placed.png
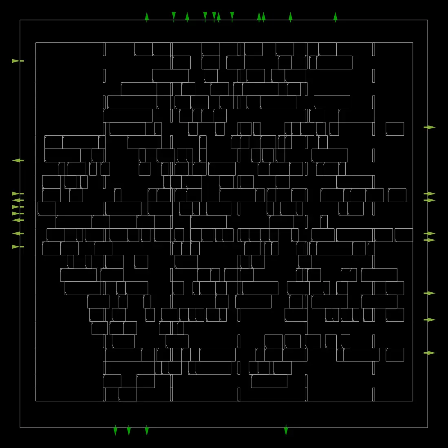
floorplan.png
Scale: 6 px per micron. Pins as bars on the die edge.
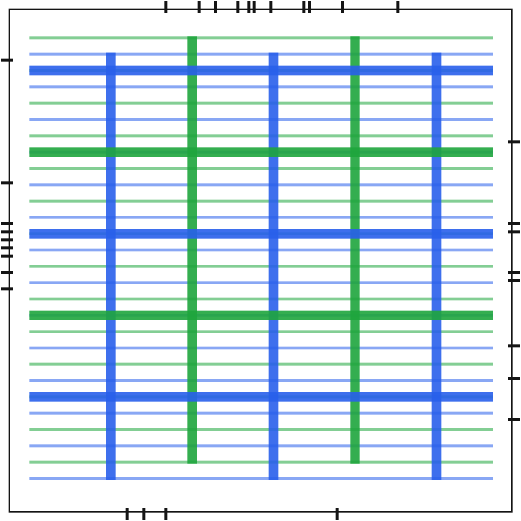
route_heat.png
Scale: 4 px per micron. The die is cut into 17 by 17 equal tiles; dark purple is low, yellow is high, scaled to the fullest tile. Values are wire area over tile area, all layers added.
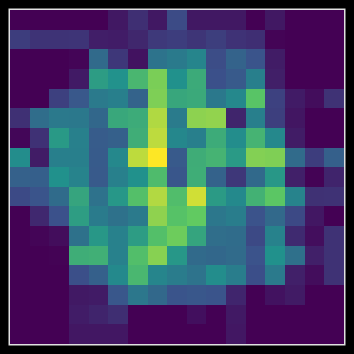
--- src/rtl/blackjack_hand_engine_if.sv ---
// Card-source / result bus of the blackjack hand engine.
// The master side is the card source and player, the slave side is the engine.
interface blackjack_hand_engine_if #(
    parameter int HAND_W = 6,
    parameter int CNT_W  = 4
);
    logic              begin_s;
    logic [3:0]        cval;
    logic              ready;
    logic              opt;
    logic              end_s;
    logic              request;
    logic [HAND_W-1:0] hand;
    logic [CNT_W-1:0]  soft_aces;
    logic [CNT_W-1:0]  nr_cards;
    logic              victory;
    logic              defeat;
    logic              bad_card;
    logic [3:0]        debug_state;

    modport master (
        output begin_s, cval, ready, opt,
        input  end_s, request, hand, soft_aces, nr_cards,
               victory, defeat, bad_card, debug_state
    );

    modport slave (
        input  begin_s, cval, ready, opt,
        output end_s, request, hand, soft_aces, nr_cards,
               victory, defeat, bad_card, debug_state
    );
endinterface

--- src/rtl/blackjack_hand_engine.sv ---
// Blackjack hand engine: pulls cards over a ready/request handshake, keeps
// the best hand value with any number of soft aces, and resolves the game
// against a configurable target, win threshold, card limit and dealer rule.
module blackjack_hand_engine #(
    parameter int TARGET       = 21,
    parameter int WIN_MIN      = 18,
    parameter int MAX_CARDS    = 5,
    parameter int INIT_CARDS   = 2,
    parameter int DEALER_MODE  = 0,
    parameter int DEALER_STAND = 17,
    parameter int HAND_W       = 6,
    parameter int CNT_W        = 4
) (
    input  logic                    clk,
    input  logic                    rst,
    blackjack_hand_engine_if.slave  bus
);

    typedef enum logic [3:0] {
        S_IDLE      = 4'b0000,
        S_INIT      = 4'b0001,
        S_WAIT_OPT  = 4'b0010,
        S_NORM      = 4'b0011,
        S_ADD       = 4'b0100,
        S_WAIT_CARD = 4'b0101,
        S_CHECK     = 4'b0110,
        S_DONE      = 4'b0111
    } state_t;

    localparam logic [HAND_W-1:0] TARGET_H = HAND_W'(TARGET);
    localparam logic [HAND_W-1:0] WIN_H    = HAND_W'(WIN_MIN);
    localparam logic [HAND_W-1:0] STAND_H  = HAND_W'(DEALER_STAND);
    localparam logic [HAND_W-1:0] TEN_H    = HAND_W'(10);
    localparam logic [CNT_W-1:0]  MAXC_C   = CNT_W'(MAX_CARDS);
    localparam logic [CNT_W-1:0]  INITC_C  = CNT_W'(INIT_CARDS);
    localparam logic [CNT_W-1:0]  ONE_C    = CNT_W'(1);

    state_t            state_q, state_d;
    logic [HAND_W-1:0] hand_q, hand_d;
    logic [CNT_W-1:0]  soft_q, soft_d;
    logic [CNT_W-1:0]  nr_q, nr_d;
    logic [3:0]        card_q, card_d;
    logic              vic_q, vic_d;
    logic              def_q, def_d;
    logic              bad_q, bad_d;
    logic              req_q, req_d;
    logic              end_q, end_d;

    // Only 2..11 are real cards; everything else is flagged and dropped.
    function automatic logic card_valid(input logic [3:0] v);
        return (v >= 4'd2) && (v <= 4'd11);
    endfunction

    // Hard value of the latched card added to the running hand.
    function automatic logic [HAND_W-1:0] add_card(input logic [HAND_W-1:0] h,
                                                   input logic [3:0] c);
        return h + HAND_W'(c);
    endfunction

    // Next-state and next-value logic for the game sequencer.
    always_comb begin
        state_d = state_q;
        hand_d  = hand_q;
        soft_d  = soft_q;
        nr_d    = nr_q;
        card_d  = card_q;
        vic_d   = vic_q;
        def_d   = def_q;
        bad_d   = bad_q;
        case (state_q)
            S_IDLE: begin
                if (bus.begin_s) state_d = S_INIT;
            end
            S_INIT: begin
                hand_d  = '0;
                soft_d  = '0;
                nr_d    = '0;
                vic_d   = 1'b0;
                def_d   = 1'b0;
                bad_d   = 1'b0;
                state_d = S_WAIT_CARD;
            end
            S_WAIT_CARD: begin
                if (bus.ready) begin
                    if (card_valid(bus.cval)) begin
                        card_d  = bus.cval;
                        state_d = S_ADD;
                    end else begin
                        bad_d = 1'b1;
                    end
                end
            end
            S_ADD: begin
                hand_d = add_card(hand_q, card_q);
                nr_d   = nr_q + ONE_C;
                if (card_q == 4'd11) soft_d = soft_q + ONE_C;
                state_d = S_NORM;
            end
            S_NORM: begin
                // One ace demoted from 11 to 1 per pass until not bust.
                if ((hand_q > TARGET_H) && (soft_q != '0)) begin
                    hand_d = hand_q - TEN_H;
                    soft_d = soft_q - ONE_C;
                end else begin
                    state_d = S_CHECK;
                end
            end
            S_CHECK: begin
                if (hand_q > TARGET_H) begin
                    def_d   = 1'b1;
                    state_d = S_DONE;
                end else if (hand_q == TARGET_H) begin
                    vic_d   = 1'b1;
                    state_d = S_DONE;
                end else if (nr_q == MAXC_C) begin
                    vic_d   = 1'b1;
                    state_d = S_DONE;
                end else if (nr_q < INITC_C) begin
                    state_d = S_WAIT_CARD;
                end else if ((DEALER_MODE != 0) && (hand_q >= STAND_H)) begin
                    vic_d   = 1'b1;
                    state_d = S_DONE;
                end else if (DEALER_MODE != 0) begin
                    state_d = S_WAIT_CARD;
                end else begin
                    state_d = S_WAIT_OPT;
                end
            end
            S_WAIT_OPT: begin
                if (bus.ready) begin
                    if (!bus.opt) begin
                        state_d = S_WAIT_CARD;
                    end else begin
                        vic_d   = (hand_q >= WIN_H);
                        def_d   = !(hand_q >= WIN_H);
                        state_d = S_DONE;
                    end
                end
            end
            S_DONE: begin
                if (!bus.begin_s) state_d = S_IDLE;
            end
            default: state_d = S_IDLE;
        endcase
        req_d = (state_d == S_WAIT_CARD);
        end_d = (state_d == S_DONE);
    end

    // State and output registers, all cleared by reset.
    always_ff @(posedge clk) begin
        if (rst) begin
            state_q <= S_IDLE;
            hand_q  <= '0;
            soft_q  <= '0;
            nr_q    <= '0;
            card_q  <= '0;
            vic_q   <= 1'b0;
            def_q   <= 1'b0;
            bad_q   <= 1'b0;
            req_q   <= 1'b0;
            end_q   <= 1'b0;
        end else begin
            state_q <= state_d;
            hand_q  <= hand_d;
            soft_q  <= soft_d;
            nr_q    <= nr_d;
            card_q  <= card_d;
            vic_q   <= vic_d;
            def_q   <= def_d;
            bad_q   <= bad_d;
            req_q   <= req_d;
            end_q   <= end_d;
        end
    end

    assign bus.end_s       = end_q;
    assign bus.request     = req_q;
    assign bus.hand        = hand_q;
    assign bus.soft_aces   = soft_q;
    assign bus.nr_cards    = nr_q;
    assign bus.victory     = vic_q;
    assign bus.defeat      = def_q;
    assign bus.bad_card    = bad_q;
    assign bus.debug_state = state_q;

endmodule

--- src/flat_wrapper.sv ---
// flat-port wrapper written by rule: the top's interface ports become plain ports
module blackjack_hand_engine_flat 
#(
    parameter int TARGET       = 21,
    parameter int WIN_MIN      = 18,
    parameter int MAX_CARDS    = 5,
    parameter int INIT_CARDS   = 2,
    parameter int DEALER_MODE  = 0,
    parameter int DEALER_STAND = 17,
    parameter int HAND_W       = 6,
    parameter int CNT_W        = 4
)
  (clk, rst, bus_begin_s, bus_cval, bus_ready, bus_opt, bus_end_s, bus_request, bus_hand, bus_soft_aces, bus_nr_cards, bus_victory, bus_defeat, bus_bad_card, bus_debug_state);
  blackjack_hand_engine_if #(.HAND_W(HAND_W), .CNT_W(CNT_W)) bus_i ();
  input  logic clk;
  input  logic rst;
  input wire logic [$bits(bus_i.begin_s)-1:0] bus_begin_s;
  input wire logic [$bits(bus_i.cval)-1:0] bus_cval;
  input wire logic [$bits(bus_i.ready)-1:0] bus_ready;
  input wire logic [$bits(bus_i.opt)-1:0] bus_opt;
  output wire logic [$bits(bus_i.end_s)-1:0] bus_end_s;
  output wire logic [$bits(bus_i.request)-1:0] bus_request;
  output wire logic [$bits(bus_i.hand)-1:0] bus_hand;
  output wire logic [$bits(bus_i.soft_aces)-1:0] bus_soft_aces;
  output wire logic [$bits(bus_i.nr_cards)-1:0] bus_nr_cards;
  output wire logic [$bits(bus_i.victory)-1:0] bus_victory;
  output wire logic [$bits(bus_i.defeat)-1:0] bus_defeat;
  output wire logic [$bits(bus_i.bad_card)-1:0] bus_bad_card;
  output wire logic [$bits(bus_i.debug_state)-1:0] bus_debug_state;
  assign bus_i.begin_s = bus_begin_s;
  assign bus_i.cval = bus_cval;
  assign bus_i.ready = bus_ready;
  assign bus_i.opt = bus_opt;
  assign bus_end_s = bus_i.end_s;
  assign bus_request = bus_i.request;
  assign bus_hand = bus_i.hand;
  assign bus_soft_aces = bus_i.soft_aces;
  assign bus_nr_cards = bus_i.nr_cards;
  assign bus_victory = bus_i.victory;
  assign bus_defeat = bus_i.defeat;
  assign bus_bad_card = bus_i.bad_card;
  assign bus_debug_state = bus_i.debug_state;
  blackjack_hand_engine #(.TARGET(TARGET), .WIN_MIN(WIN_MIN), .MAX_CARDS(MAX_CARDS), .INIT_CARDS(INIT_CARDS), .DEALER_MODE(DEALER_MODE), .DEALER_STAND(DEALER_STAND), .HAND_W(HAND_W), .CNT_W(CNT_W)) u_core (.clk(clk), .rst(rst), .bus(bus_i));
endmodule
--- config.mk ---
export PLATFORM = sky130hd
export DESIGN_NAME = blackjack_hand_engine_flat
export DESIGN_NICKNAME = d
export VERILOG_FILES = /design/src/rtl/blackjack_hand_engine_if.sv /design/src/rtl/blackjack_hand_engine.sv /design/src/flat_wrapper.sv
export SDC_FILE = /design/constraint.sdc
export NUM_CORES = 1
export LEC_CHECK = 0
export CORE_MARGIN = 3
export CORE_UTILIZATION = 30
export CTS_CLUSTER_SIZE = 28
export DETAILED_ROUTE_END_ITERATION = 16
export PLACE_DENSITY = 0.5
export SETUP_SLACK_MARGIN = 0.05
export SLEW_MARGIN = 20
export SYNTH_ARGS = -nofsm -noshare
export SYNTH_HDL_FRONTEND = slang
export SYNTH_SLANG_ARGS = --single-unit
--- constraint.sdc ---
create_clock -name clk -period 2.4 [get_ports clk]
set_clock_uncertainty 0.2 [all_clocks]
set_input_delay 0.48 -clock clk [delete_from_list [all_inputs] [get_ports clk]]
set_output_delay 0.48 -clock clk [all_outputs]
set_load 0.01 [all_outputs]
==> results.yml <==
# yosys + openroad results
outcome:
  status: "complete, no violations"
routing:
  drtIter0Drc: 66
  wl_met3_microns: 126
  met2RoutedLength_microns: 2210
final_timing:
  finalClockPeriodUsage_pct: 89.3
  maxSlewHeadroom_pct: 60.2
  hold_viol: 0
  layout_setup_ws_ns: 0.256
  whs_ns: 0.298
cts:
  clock_sinks: 27
  clockBufferDepth: 2
  cts_buffers: 3
  path_clk_slew_ns: 0.09
  cts_root_buffer: "clkbuf_8"
global_route:
  met1_usage_pct: 20.3
  grt_pass1_vias: 1578
worst_setup_path:
  crit_buf_inv: 2
  cp_slowest_cell: "clkdlybuf4s50_1"
  path_class: "register to output pin"
  cpLargestDelayFamily: "buffers and inverters"
  end_kind: "output pin"
power:
  powerClk_mw: 0.264
  pwr-share-comb_pct: 10.4
  powerDensity_mw_per_mm2: 343
  comb_cell_power_mw: 0.0837
  seq_power_share_pct: 56.7
final_layout:
  seq_area_share_pct: 23.2
  largest_class: "multi-input combinational cells"
  layout.nonclk_buf_share_pct: 19.4
  logic_gate_count: 166
  layout_top_cell: "clkdlybuf4s50_1"
  comb_area_sq_mm: 0.00117
  clock_buffers: 3
  antenna_cells: 0
  seq_cells: 27
  nNonClkInverters: 8
yosys:
  synth.most_common_cell: "dfxtp_1"
  ys_area_sq_mm: 0.00180
  async_flop_share_pct: 0
  ys_types: 54
  synth_area_sq_mm: 0.00180
  flop_cell: "dfxtp_1"
  avgSynthCellArea_sq_um: 8.43
  ys_top_cells_by_count: "dfxtp_1 (27), nor2_1 (25), a21oi_1 (18), nand2_1 (14), o21ai_0 (10)"
  ys_sh_xor_pct: 1.94
  yosys_warnings: 0
floorplanning:
  fp-utilization_pct: 31.8
  fp-row-count: 27
  chipArea_sq_mm: 0.00698
place:
  dpl_worst_slack_ns: 0.0674
job:
  warnings: 27
Notes on placed.png above:
Post-Layout Cell Count: 327
Tap Count: 72
fill count: 625
Core Area: 0.00568 sq mm

Notes on floorplan.png above:
legend:
  green:
    net: VDD
  blue:
    net: VSS
met1 rails: 28
signal pins: 32
met4 straps: 5
VDD IR max: 0.000234 V
chip height: 83.5 microns
width of the die: 83.5 microns

Notes on route_heat.png above:
nearly empty tiles: 26%
tiles over half the peak: 19%
mean over tiles: 0.11
vias post-DR: 1683
per-cell routed wire length: 14.8 microns
GR Util All Layers: 14.0%
final wirelength: 4850 microns

Power is estimated from default activity; no workload was simulated.
